**src/rtl/upower_multicycle_cu_pkg.sv**
```systemverilog
`default_nettype none
//////////////////////////////////////////////////////////////////////////////
// upower_multicycle_cu_pkg - shared states, instruction classes, opcodes
// Revision 1.0
//////////////////////////////////////////////////////////////////////////////
package upower_multicycle_cu_pkg;

  localparam int OPCODE_W_DEF = 6;
  localparam int XO_W_DEF     = 9;
  localparam int X_W_DEF      = 10;
  localparam int DS_W_DEF     = 2;

  typedef enum logic [2:0] {
    ST_IDLE   = 3'd0,
    ST_FETCH  = 3'd1,
    ST_DECODE = 3'd2,
    ST_EXEC   = 3'd3,
    ST_MEM    = 3'd4,
    ST_WB     = 3'd5,
    ST_HALT   = 3'd6
  } state_t;

  typedef enum logic [2:0] {
    CLS_XO    = 3'd0,
    CLS_X     = 3'd1,
    CLS_DALU  = 3'd2,
    CLS_LOAD  = 3'd3,
    CLS_STORE = 3'd4,
    CLS_B     = 3'd5,
    CLS_BC    = 3'd6,
    CLS_ILL   = 3'd7
  } cls_t;

  localparam logic [31:0] OP_EXT = 32'd31;
  localparam logic [31:0] OP_LD  = 32'd58;
  localparam logic [31:0] OP_STD = 32'd62;

  function automatic logic is_alu_class(input cls_t c);
    return (c == CLS_XO) || (c == CLS_X) || (c == CLS_DALU);
  endfunction

  function automatic logic is_mem_class(input cls_t c);
    return (c == CLS_LOAD) || (c == CLS_STORE);
  endfunction

endpackage
`default_nettype wire

```
**src/rtl/upower_multicycle_cu_if.sv**
```systemverilog
`default_nettype none
//////////////////////////////////////////////////////////////////////////////
// upower_multicycle_cu_if - control-unit to memory/datapath signal bundle
// Revision 1.0
//////////////////////////////////////////////////////////////////////////////
interface upower_multicycle_cu_if
  import upower_multicycle_cu_pkg::*;
#(
  parameter int OPCODE_W = OPCODE_W_DEF,
  parameter int XO_W     = XO_W_DEF,
  parameter int X_W      = X_W_DEF,
  parameter int DS_W     = DS_W_DEF
);
  logic                start;
  logic [OPCODE_W-1:0] opcode;
  logic [XO_W-1:0]     xoxo;
  logic [X_W-1:0]      xox;
  logic [DS_W-1:0]     xods;
  logic                mem_ready;
  logic                fetch_req;
  logic                ir_write;
  logic                pc_write;
  logic                reg_read;
  logic                alu_en;
  logic                mem_read;
  logic                mem_write;
  logic                reg_write;
  logic                branch;
  logic                illegal;
  logic                timeout;
  logic [2:0]          state;

  modport master (
    input  start, opcode, xoxo, xox, xods, mem_ready,
    output fetch_req, ir_write, pc_write, reg_read, alu_en, mem_read,
           mem_write, reg_write, branch, illegal, timeout, state
  );

  modport slave (
    output start, opcode, xoxo, xox, xods, mem_ready,
    input  fetch_req, ir_write, pc_write, reg_read, alu_en, mem_read,
           mem_write, reg_write, branch, illegal, timeout, state
  );
endinterface
`default_nettype wire

```
**src/rtl/upower_multicycle_cu_classifier.sv**
```systemverilog
`default_nettype none
//////////////////////////////////////////////////////////////////////////////
// upower_multicycle_cu_classifier - opcode/extended-opcode -> instruction class
// Revision 1.0
//////////////////////////////////////////////////////////////////////////////
module upower_multicycle_cu_classifier
  import upower_multicycle_cu_pkg::*;
#(
  parameter int OPCODE_W = OPCODE_W_DEF,
  parameter int XO_W     = XO_W_DEF,
  parameter int X_W      = X_W_DEF,
  parameter int DS_W     = DS_W_DEF
) (
  input  logic [OPCODE_W-1:0] opcode,
  input  logic [XO_W-1:0]     xoxo,
  input  logic [X_W-1:0]      xox,
  input  logic [DS_W-1:0]     xods,
  output cls_t                cls
);

  logic [31:0] op;
  logic [31:0] ds;

  always_comb begin
    op  = 32'(opcode);
    ds  = 32'(xods);
    cls = CLS_ILL;
    if ((op == OP_EXT) && (xoxo != '0)) begin
      cls = CLS_XO;
    end else if ((op == OP_EXT) && (xox != '0)) begin
      cls = CLS_X;
    end else begin
      case (op)
        32'd14, 32'd15, 32'd24, 32'd26, 32'd28: cls = CLS_DALU;
        32'd32, 32'd34, 32'd40, 32'd42:         cls = CLS_LOAD;
        32'd36, 32'd37, 32'd38, 32'd44:         cls = CLS_STORE;
        32'd18:                                 cls = CLS_B;
        32'd19, 32'd23:                         cls = CLS_BC;
        // DS-form sub-opcodes: ld/ldu/lwa valid, std/stdu valid, rest reserved
        OP_LD:  cls = (ds == 32'd3) ? CLS_ILL : CLS_LOAD;
        OP_STD: cls = (ds > 32'd1)  ? CLS_ILL : CLS_STORE;
        default: cls = CLS_ILL;
      endcase
    end
  end

endmodule
`default_nettype wire

```
**src/rtl/upower_multicycle_cu.sv**
```systemverilog
`default_nettype none
//////////////////////////////////////////////////////////////////////////////
// upower_multicycle_cu - multi-cycle FETCH/DECODE/EXEC/MEM/WB sequencer
// Revision 1.0
//////////////////////////////////////////////////////////////////////////////
module upower_multicycle_cu
  import upower_multicycle_cu_pkg::*;
#(
  parameter int OPCODE_W    = OPCODE_W_DEF,
  parameter int XO_W        = XO_W_DEF,
  parameter int X_W         = X_W_DEF,
  parameter int DS_W        = DS_W_DEF,
  parameter int MEM_TIMEOUT = 15
) (
  input  logic                   clk,
  input  logic                   rst,
  upower_multicycle_cu_if.master bus
);

  localparam int CNT_W = (MEM_TIMEOUT < 1) ? 1 : $clog2(MEM_TIMEOUT + 1);
  localparam logic [CNT_W-1:0] CNT_MAX   = '1;
  localparam logic [CNT_W-1:0] CNT_LIMIT = CNT_W'(MEM_TIMEOUT);

  state_t           state_q, state_n, done_state;
  cls_t             cls_q, cls_n, dec_cls;
  logic [CNT_W-1:0] wait_cnt;
  logic             mem_wait, expire;
  logic             fetch_req_q, exec_read_q, alu_en_q, branch_q, pc_branch_q;
  logic             mem_read_q, mem_write_q, reg_write_q, illegal_q, timeout_q;

  upower_multicycle_cu_classifier #(
    .OPCODE_W (OPCODE_W),
    .XO_W     (XO_W),
    .X_W      (X_W),
    .DS_W     (DS_W)
  ) u_classifier (
    .opcode (bus.opcode),
    .xoxo   (bus.xoxo),
    .xox    (bus.xox),
    .xods   (bus.xods),
    .cls    (dec_cls)
  );

  always_comb begin
    mem_wait   = ((state_q == ST_FETCH) || (state_q == ST_MEM)) && !bus.mem_ready;
    // the cycle that would reach the limit traps only if mem_ready is still low
    expire     = (MEM_TIMEOUT != 0) && mem_wait && (wait_cnt == CNT_LIMIT - 1'b1);
    done_state = bus.start ? ST_FETCH : ST_IDLE;
    state_n    = state_q;
    cls_n      = cls_q;
    case (state_q)
      ST_IDLE:  if (bus.start) state_n = ST_FETCH;
      ST_FETCH: begin
        if (bus.mem_ready)  state_n = ST_DECODE;
        else if (expire)    state_n = ST_HALT;
      end
      ST_DECODE: begin
        cls_n   = dec_cls;
        state_n = (dec_cls == CLS_ILL) ? ST_HALT : ST_EXEC;
      end
      ST_EXEC: begin
        if (is_alu_class(cls_q))      state_n = ST_WB;
        else if (is_mem_class(cls_q)) state_n = ST_MEM;
        else                          state_n = done_state;
      end
      ST_MEM: begin
        if (bus.mem_ready)  state_n = (cls_q == CLS_LOAD) ? ST_WB : done_state;
        else if (expire)    state_n = ST_HALT;
      end
      ST_WB:   state_n = done_state;
      ST_HALT: state_n = ST_HALT;
      default: state_n = ST_IDLE;
    endcase
  end

  // Moore strobes are registered from the next state/class so they line up with it
  always_ff @(posedge clk or posedge rst) begin
    if (rst) begin
      state_q     <= ST_IDLE;
      cls_q       <= CLS_ILL;
      wait_cnt    <= '0;
      illegal_q   <= 1'b0;
      timeout_q   <= 1'b0;
      fetch_req_q <= 1'b0;
      exec_read_q <= 1'b0;
      alu_en_q    <= 1'b0;
      branch_q    <= 1'b0;
      pc_branch_q <= 1'b0;
      mem_read_q  <= 1'b0;
      mem_write_q <= 1'b0;
      reg_write_q <= 1'b0;
    end else begin
      state_q <= state_n;
      cls_q   <= cls_n;
      if (state_n != state_q)
        wait_cnt <= '0;
      else if (mem_wait && (wait_cnt != CNT_MAX))
        wait_cnt <= wait_cnt + 1'b1;
      if ((state_q == ST_DECODE) && (dec_cls == CLS_ILL)) illegal_q <= 1'b1;
      if (expire) timeout_q <= 1'b1;
      fetch_req_q <= (state_n == ST_FETCH);
      exec_read_q <= (state_n == ST_EXEC) && (cls_n != CLS_B);
      alu_en_q    <= (state_n == ST_EXEC) && (cls_n != CLS_B);
      branch_q    <= (state_n == ST_EXEC) && ((cls_n == CLS_B) || (cls_n == CLS_BC));
      pc_branch_q <= (state_n == ST_EXEC) && (cls_n == CLS_B);
      mem_read_q  <= (state_n == ST_MEM) && (cls_n == CLS_LOAD);
      mem_write_q <= (state_n == ST_MEM) && (cls_n == CLS_STORE);
      reg_write_q <= (state_n == ST_WB);
    end
  end

  // DECODE's register read depends on the class being decoded this very cycle
  assign bus.reg_read  = exec_read_q | ((state_q == ST_DECODE) && (dec_cls != CLS_B));
  assign bus.fetch_req = fetch_req_q;
  assign bus.ir_write  = fetch_req_q & bus.mem_ready;
  assign bus.pc_write  = pc_branch_q | (fetch_req_q & bus.mem_ready);
  assign bus.alu_en    = alu_en_q;
  assign bus.branch    = branch_q;
  assign bus.mem_read  = mem_read_q;
  assign bus.mem_write = mem_write_q;
  assign bus.reg_write = reg_write_q;
  assign bus.illegal   = illegal_q;
  assign bus.timeout   = timeout_q;
  assign bus.state     = state_q;

endmodule
`default_nettype wire

```
**src/flat_wrapper.sv**
```systemverilog
// flat-port wrapper written by rule: the top's interface ports become plain ports
module upower_multicycle_cu_flat import upower_multicycle_cu_pkg::*;
#(
  parameter int OPCODE_W    = OPCODE_W_DEF,
  parameter int XO_W        = XO_W_DEF,
  parameter int X_W         = X_W_DEF,
  parameter int DS_W        = DS_W_DEF,
  parameter int MEM_TIMEOUT = 15
)
  (clk, rst, bus_start, bus_opcode, bus_xoxo, bus_xox, bus_xods, bus_mem_ready, bus_fetch_req, bus_ir_write, bus_pc_write, bus_reg_read, bus_alu_en, bus_mem_read, bus_mem_write, bus_reg_write, bus_branch, bus_illegal, bus_timeout, bus_state);
  upower_multicycle_cu_if #(.OPCODE_W(OPCODE_W), .XO_W(XO_W), .X_W(X_W), .DS_W(DS_W)) bus_i ();
  input  logic clk;
  input  logic rst;
  input wire logic [$bits(bus_i.start)-1:0] bus_start;
  input wire logic [$bits(bus_i.opcode)-1:0] bus_opcode;
  input wire logic [$bits(bus_i.xoxo)-1:0] bus_xoxo;
  input wire logic [$bits(bus_i.xox)-1:0] bus_xox;
  input wire logic [$bits(bus_i.xods)-1:0] bus_xods;
  input wire logic [$bits(bus_i.mem_ready)-1:0] bus_mem_ready;
  output wire logic [$bits(bus_i.fetch_req)-1:0] bus_fetch_req;
  output wire logic [$bits(bus_i.ir_write)-1:0] bus_ir_write;
  output wire logic [$bits(bus_i.pc_write)-1:0] bus_pc_write;
  output wire logic [$bits(bus_i.reg_read)-1:0] bus_reg_read;
  output wire logic [$bits(bus_i.alu_en)-1:0] bus_alu_en;
  output wire logic [$bits(bus_i.mem_read)-1:0] bus_mem_read;
  output wire logic [$bits(bus_i.mem_write)-1:0] bus_mem_write;
  output wire logic [$bits(bus_i.reg_write)-1:0] bus_reg_write;
  output wire logic [$bits(bus_i.branch)-1:0] bus_branch;
  output wire logic [$bits(bus_i.illegal)-1:0] bus_illegal;
  output wire logic [$bits(bus_i.timeout)-1:0] bus_timeout;
  output wire logic [$bits(bus_i.state)-1:0] bus_state;
  assign bus_i.start = bus_start;
  assign bus_i.opcode = bus_opcode;
  assign bus_i.xoxo = bus_xoxo;
  assign bus_i.xox = bus_xox;
  assign bus_i.xods = bus_xods;
  assign bus_i.mem_ready = bus_mem_ready;
  assign bus_fetch_req = bus_i.fetch_req;
  assign bus_ir_write = bus_i.ir_write;
  assign bus_pc_write = bus_i.pc_write;
  assign bus_reg_read = bus_i.reg_read;
  assign bus_alu_en = bus_i.alu_en;
  assign bus_mem_read = bus_i.mem_read;
  assign bus_mem_write = bus_i.mem_write;
  assign bus_reg_write = bus_i.reg_write;
  assign bus_branch = bus_i.branch;
  assign bus_illegal = bus_i.illegal;
  assign bus_timeout = bus_i.timeout;
  assign bus_state = bus_i.state;
  upower_multicycle_cu #(.OPCODE_W(OPCODE_W), .XO_W(XO_W), .X_W(X_W), .DS_W(DS_W), .MEM_TIMEOUT(MEM_TIMEOUT)) u_core (.clk(clk), .rst(rst), .bus(bus_i));
endmodule
```
**config.mk**
```make
export PLATFORM = sky130hd
export DESIGN_NAME = upower_multicycle_cu_flat
export DESIGN_NICKNAME = d
export VERILOG_FILES = /design/src/rtl/upower_multicycle_cu_pkg.sv /design/src/rtl/upower_multicycle_cu_if.sv /design/src/rtl/upower_multicycle_cu_classifier.sv /design/src/rtl/upower_multicycle_cu.sv /design/src/flat_wrapper.sv
export SDC_FILE = /design/constraint.sdc
export NUM_CORES = 1
export LEC_CHECK = 0
export CAP_MARGIN = 20
export CORE_MARGIN = 8
export CORE_UTILIZATION = 62
export DETAILED_ROUTE_END_ITERATION = 8
export DONT_BUFFER_PORTS = 1
export GPL_ROUTABILITY_DRIVEN = 0
export HOLD_SLACK_MARGIN = 0.05
export PLACE_DENSITY = 0.75
export SYNTH_ARGS = -nofsm -noshare
export SYNTH_HDL_FRONTEND = slang
export SYNTH_HIERARCHICAL = 1
export SYNTH_SLANG_ARGS = --single-unit
```
**constraint.sdc**
```tcl
create_clock -name clk -period 2 [get_ports clk]
set_input_delay 0.3 -clock clk [delete_from_list [all_inputs] [get_ports clk]]
set_output_delay 0.3 -clock clk [all_outputs]
set_load 0.05 [all_outputs]
```
Fig. 1: run 1, power grid
Bar = 20 um. Pins as bars on the die edge. Tap cells in grey.
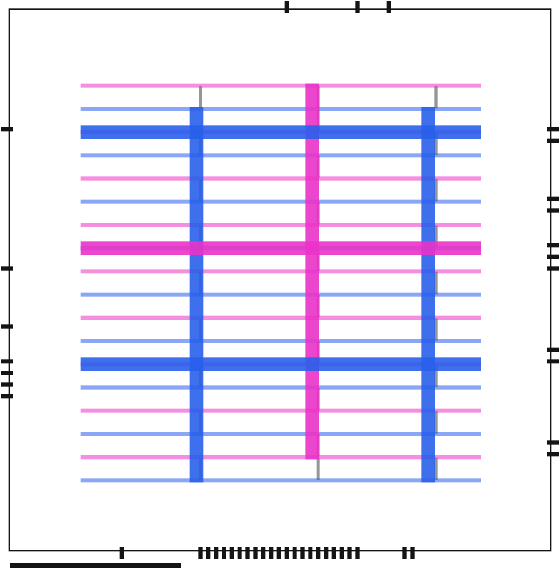
VSS -> blue
VDD -> magenta
met1 rails = 18
met4 straps = 3
signal pins = 45
met5 straps = 3
Die X: 63.3 um
Die H: 63.3 um
maximum vdd drop: 0.846 mV
total core area: 0.00217 sq mm

Fig. 2: run 1, signal metal coverage by tile
The die is cut into 13 by 13 equal tiles; dark blue is low, red is high, scaled to the fullest tile. Values are wire area over tile area, all layers added.
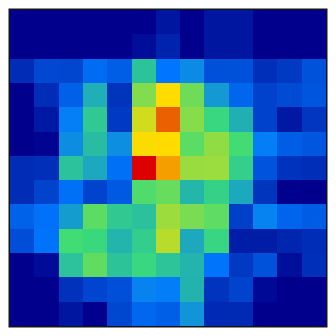
nearly empty tiles = 22%
mean over tiles = 0.15
densest ninth of the die = centre
tiles over half the peak = 14%
fullest tile = 0.63

==> GITHUB_STEP_SUMMARY, run 1 <==
## PnR job results

| Metric | Value |
|---|---|
| Placed instance count | 191 |
| Setup ws final | 74.8 ps |
| PwrDens | 1230 mW/mm^2 |
| Hold slack final | 227 ps |
| Via count | 1249 |
| Worst reg2reg path startpoint | u_core/bus.state[2]$_DFF_PP0_ |
| Delay-heaviest family, CP | simple AND/OR/NAND/NOR gates |
| R2R Setup Slk | 140 ps |
| Hold path cells | 2 |
| Hold endpoint | u_core/bus.state[1]$_DFF_PP0_ |
| Avg Inst Size Synth | 9.11 sq um |
| Seq share, synth | 0.346 |
| Buffering overhead | 0.0899 |
| CP Depth | 7 |
| Post-Syn Instances | 152 |
| Critical path arrival | 1630 ps |
| Cell count of the worst reg-to-reg path | 5 |
| ANT nets after route | 0 |
| Setup-failing EPs final | 0 |
| Hold Vio Cnt, Final | 0 |
| R2R Path End | u_core/wait_cnt[0]$_DFFE_PP0P_ |
| Worst Setup End Kind | output port |
| Pre-CTS setup slack | -227 ps |
| Hold_sp | bus_mem_ready |
| Distinct lib cells used | 55 |
| CP max stage delay | 310 ps |
| Diodes inserted | 0 |
| CP max stage cell | maj3_2 |
| Status | completed |
| Final critical-path required period | 1930 ps |
Fig. 3: run 1, wires at chosen ports, followed through buffers
Bar = 20 um.
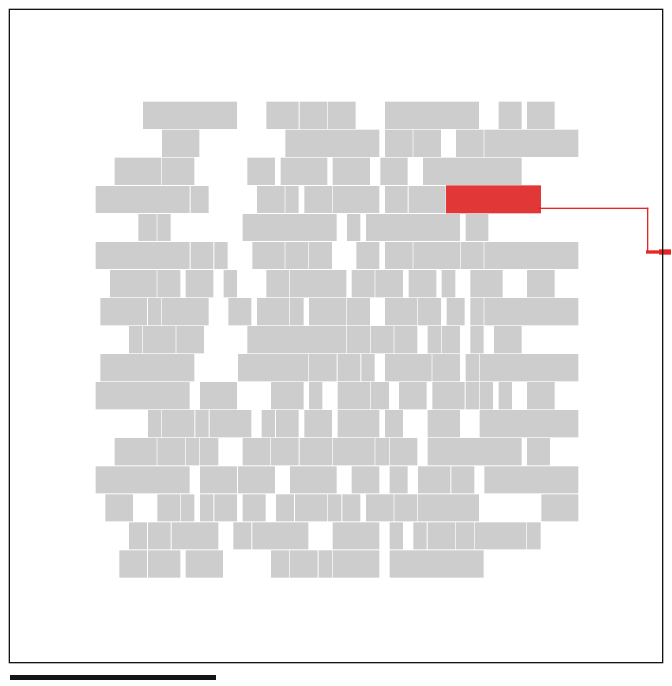
bus_mem_write -> red  # bits 1, direction output, edge right, end cells 1, wire 16.0 um
Ports: 45
count of input and output buffers: 0

Fig. 4: run 1, cell placement
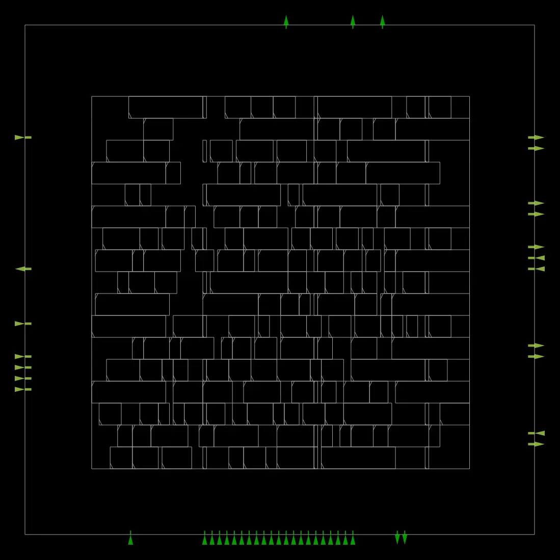
post-route insts no fill: 197
Final Util: 0.763
Seq area share: 0.289
Tap Cells: 28

-- run 1: Yosys cell counts (2+ instances only) --
master,count,area (sq um)
ha_1,2,25.0
and3_1,2,12.5
and2_2,2,15.0
nor2b_1,5,31.3
buf_6,2,22.5
nor3_1,7,35.0
a21oi_1,6,30.0
o21a_1,2,15.0
xor2_1,2,17.5
o21ai_0,5,25.0
nand4_1,2,12.5
nand2b_1,9,56.3
nand4b_1,2,17.5
a211oi_2,2,25.0
nor3_2,2,20.0
nor3b_1,2,15.0
dfrtp_1,16,400
buf_2,3,15.0
nand2_1,16,60.1
nand3_1,3,15.0
and2_1,4,25.0
dfstp_2,3,78.8
nor2_1,9,33.8
o21ai_2,2,17.5
inv_1,6,22.5
a31oi_1,3,18.8
nor4b_1,2,17.5
nor3b_2,2,25.0
nor4_1,3,18.8
-- run 1: metal layers --
layer  share of wire  vias to the layer above
li1                -                      591
met3           0.060                        9
met2            0.52                       42
met4           0.025                        0
met5               0                        -
met1            0.39                      607
-- run 1: stage by stage --
step                      cell area, sq um  setup TNS [ps]
after detailed placement              1520           -1450
after CTS                             1570               0
after floorplan                       1410           -1780
after global placement                1520           -1080
after global routing                  1660           -60.3
final                                 1660               0
-- run 1: worst register-to-register path: cells and delay by family, from the launching register on --
kind | cells | cell delay, ps
AND-OR/OR-AND | 1 | 400
flip-flops | 1 | 520
AND/OR/NAND/NOR | 4 | 810
-- run 1: registers in the layout, indices dropped and copies added, names as in the netlist --
register and flops:
u_core/bus.alu_en 1, u_core/wait_cnt 4, u_core/bus.mem_read 1, u_core/bus.fetch_req 1, u_core/bus.state 3, u_core/bus.mem_write 1, u_core/bus.branch 1, u_core/bus.illegal 1
u_core/bus.reg_write 1, u_core/pc_branch_q 1, u_core/bus.timeout 1, u_core/cls_q 3
-- run 1: power by group --
part           switching (mW)  total, mW  internal, mW
clock                   0.128      0.203        0.0748
sequential              0.212      0.727         0.515
combinational           0.678       1.11         0.430
-- run 1: worst max-delay path by stage --
stage                                                 to     startpoint  slack, ps
after global placement    u_core/wait_cnt[2]$_DFFE_PP0P_  bus_opcode[1]       -190
final                                       bus_reg_read  bus_opcode[1]         70
after CTS                                   bus_reg_read  bus_opcode[5]          5
after detailed placement  u_core/wait_cnt[2]$_DFFE_PP0P_     bus_xox[1]       -230
after floorplan           u_core/wait_cnt[2]$_DFFE_PP0P_  bus_opcode[3]       -250
after global routing                        bus_reg_read     bus_xox[5]        -50
-- run 1: logic make-up after synthesis --
kind of cell    count (synthesis)  synth area share
fa+ha+maj                       3            0.0262
compound gates                 34             0.196
xor+xnor                        3            0.0190
simple gates                   81             0.360
buf+inv                        12            0.0533
flops                          19             0.346
-- run 1: what timing repair did --
action / 4_1_cts / 5_1_grt
endpoints found under the setup margin: 1 / 5
hold endpoints to repair: 16 / 0
pin swaps: 1 / 9
buffers inserted: 1 / 0
hold buffers: 1 / 0
gates resized: 3 / 19
==> run 2: changes to the inputs <==
- clock period: 2 -> 2.1 ns (I/O delays scaled with it)
Fig. 5: run 2, wires at chosen ports, followed through buffers
Bar = 20 um.
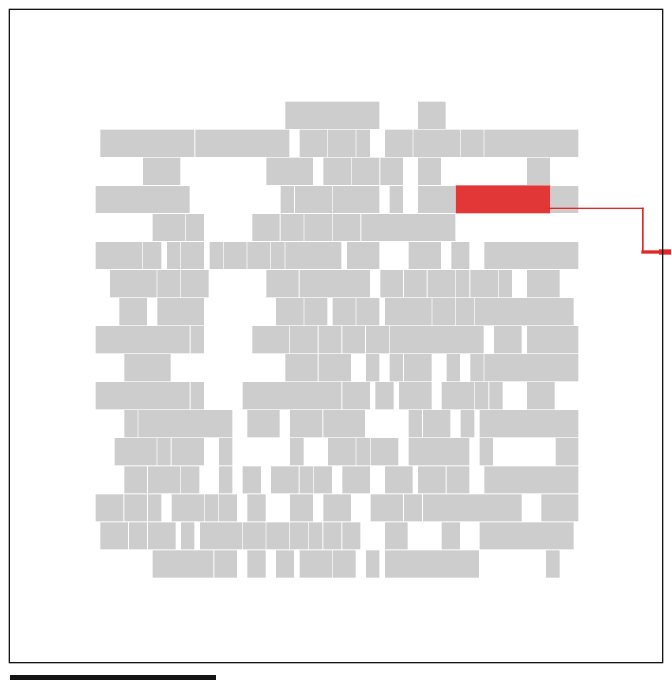
bus_mem_write -> red  # bits 1, direction output, edge right, end cells 1, wire 15.1 um

Fig. 6: run 2, signal metal coverage by tile
The die is cut into 13 by 13 equal tiles; dark blue is low, red is high, scaled to the fullest tile. Values are wire area over tile area, all layers added.
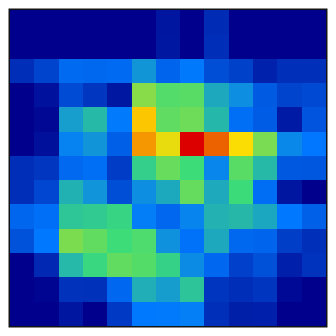
mean over tiles = 0.14
densest ninth of the die = centre
emptiest ninth of the die = upper left
Avg WL per Cell: 17.5 um
Total Routing Usage GR: 0.171

==> run 2 against run 1 <==
Area after synthesis stayed put. Utilization is 4.3 points lower. Total power is 6.2% lower. Cell count is 1.5% lower. Worst hold slack better by 19 ps. Clock power is 8% lower. Count of clock-buffer cells in the layout is 1 higher. First-iteration DRC count is 16% lower. Die area stayed put. Via count is 1.8% lower. Register-to-register slack better by 50 ps. Combinational power is 8% lower. Highest routed layer unchanged.
==> GITHUB_STEP_SUMMARY, run 2 <==
## PnR job results

| Metric | Value |
|---|---|
| Status | completed |
| Via count | 1226 |
| Die H | 63.3 um |
| Hold Vio Cnt, Final | 0 |
| Diodes inserted | 0 |
| Worst Setup End Kind | output port |
| Avg Inst Size Synth | 9.11 sq um |
| Leading area contributor after synthesis | dfrtp_1 |
| Die X | 63.3 um |
| Hold slack final | 246 ps |
| Final critical-path required period | 2040 ps |
| Count of input and output buffers | 0 |
| Clock power frac | 0.098 |
| Total core area | 0.00217 sq mm |
| Design internal power | 0.960 mW |
| ANT nets after route | 0 |
| PwrDens | 1220 mW/mm^2 |
| Ports | 45 |
| Seq share, synth | 0.346 |
| Switching Share | 0.498 |
| Power share of the combinational group | 0.533 |
| Busiest grt layer | met2 |
| Sequential Power Share | 0.370 |
| Final nets | 200 |
| R2R Setup Slk | 190 ps |
| Iteration tally of the first detailed-router pass | 4 |
| Hold path cells | 2 |
| Worst reg2reg path startpoint | u_core/wait_cnt[0]$_DFFE_PP0P_ |
| Hold endpoint | u_core/bus.state[1]$_DFF_PP0_ |
| Top-area cell share | 0.289 |
| Post-place instance area | 0.00150 sq mm |
| NetSw | 0.953 mW |
| Setup-failing EPs final | 0 |
| Main area contributors | dfrtp_1 29%, dfstp_2 5.7%, nand2_1 4.3%, nand2b_1 4.1%, nor3_1 2.5% |
| Flip-flop count of the largest register after layout | 4 |
| Biggest register | u_core/wait_cnt |
| Distinct lib cells used | 55 |
| Crit. Startpoint | bus_opcode[1] |
| Hold_sp | bus_mem_ready |
| Maximum vdd drop | 0.823 mV |
| Total Power | 1.91 mW |
| Post-synth top cells | 16 x dfrtp_1, 16 x nand2_1, 9 x nand2b_1, 9 x nor2_1, 7 x nor3_1 |
| Fin area | 0.00156 sq mm |
| Cell count of the worst reg-to-reg path | 7 |
| Main flop type | dfrtp_1 |
| Maxcap violations | 0 |
| Share of cells above drive strength 1 | 0.289 |
| Critical path arrival | 1720 ps |
| R2R Path End | u_core/bus.fetch_req$_DFF_PP0_ |
[run 2: cell count changes in the layout (fill, tap and decap cells not counted), moves of 2 or more]
cell	before	now
nor3_1	3	6
nor3_2	6	3
nor4_1	0	3
nor4_2	3	0
buf_4	17	15
[run 2: per-layer routing]
| metal | vias up | routed length, um |
|---|---|---|
| met2 | 47 | 1740 |
| met5 | - | 0 |
| met1 | 588 | 1380 |
| met3 | 4 | 240 |
| li1 | 587 | - |
| met4 | 0 | 33 |
[run 2: worst max-delay path by stage]
stage                                                end  slack [ps]  depth (start not counted)
final                                       bus_reg_read          60                          7
after global routing                        bus_reg_read           8                          7
after CTS                                   bus_reg_read          20                          7
after detailed placement  u_core/wait_cnt[2]$_DFFE_PP0P_        -210                         10
after global placement    u_core/wait_cnt[2]$_DFFE_PP0P_        -130                         10
after floorplan           u_core/wait_cnt[2]$_DFFE_PP0P_        -170                         11
[run 2: timing repair]
item | in CTS | in global routing
endpoints found under the setup margin | 1 | 1
resized | 3 | 4
endpoints found under the hold margin | 16 | 0
buffers inserted | 0 | 0
cloned | 0 | 0
hold buffers | 1 | 0
[run 2: power by group through the flow]
| stage | combinational, mW | sequential [mW] | clock [mW] |
|---|---|---|---|
| floorplan | 0.734 | 0.750 | 0 |
| global placement | 0.963 | 0.704 | 0 |
| global route | 1.10 | 0.728 | 0.204 |
| CTS | 1.00 | 0.704 | 0.194 |
| finish | 1.02 | 0.707 | 0.187 |
| detailed placement | 0.986 | 0.711 | 0 |
[run 2: kinds of logic (layout without fill, tap and decap cells)]
group / count (synthesis) / count (layout) / share of synthesized area
AOI/OAI and AO/OA: 34 / 34 / 0.196
xor gates and xnor gates: 3 / 3 / 0.0190
adders and majority gates: 3 / 3 / 0.0262
buffers and inverters: 12 / 26 / 0.0533
DFF: 19 / 19 / 0.346
and+or+nand+nor: 81 / 81 / 0.360
[run 2: critical path, cell delays in order]
cell      delay [ps]
maj3_2           310
nor4bb_2         310
nor3_1           100
o21a_1           210
buf_4            170
o21ai_4          170
nand2b_4         150
[run 2: through the flow]
step,util,instances,setup TNS (ps),setup slack (ps)
after floorplan,-,152,-984,-166
after global placement,0.691,189,-651,-126
after detailed placement,0.691,189,-1330,-207
after CTS,0.712,194,0,21.0
after global routing,0.720,194,0,7.70
final,0.720,194,0,64.0
[run 2: layout make-up]
cell class / count / area, sq um / share of cell area
multi-input combinational: 121 / 877 / 0.561
sequential: 19 / 479 / 0.307
timing repair buffer: 16 / 123 / 0.0785
tap: 28 / 35.0 / 0.0224
clock buffer: 4 / 26.3 / 0.0168
inverter: 6 / 22.5 / 0.0144
Power is estimated from default activity; no workload was simulated.
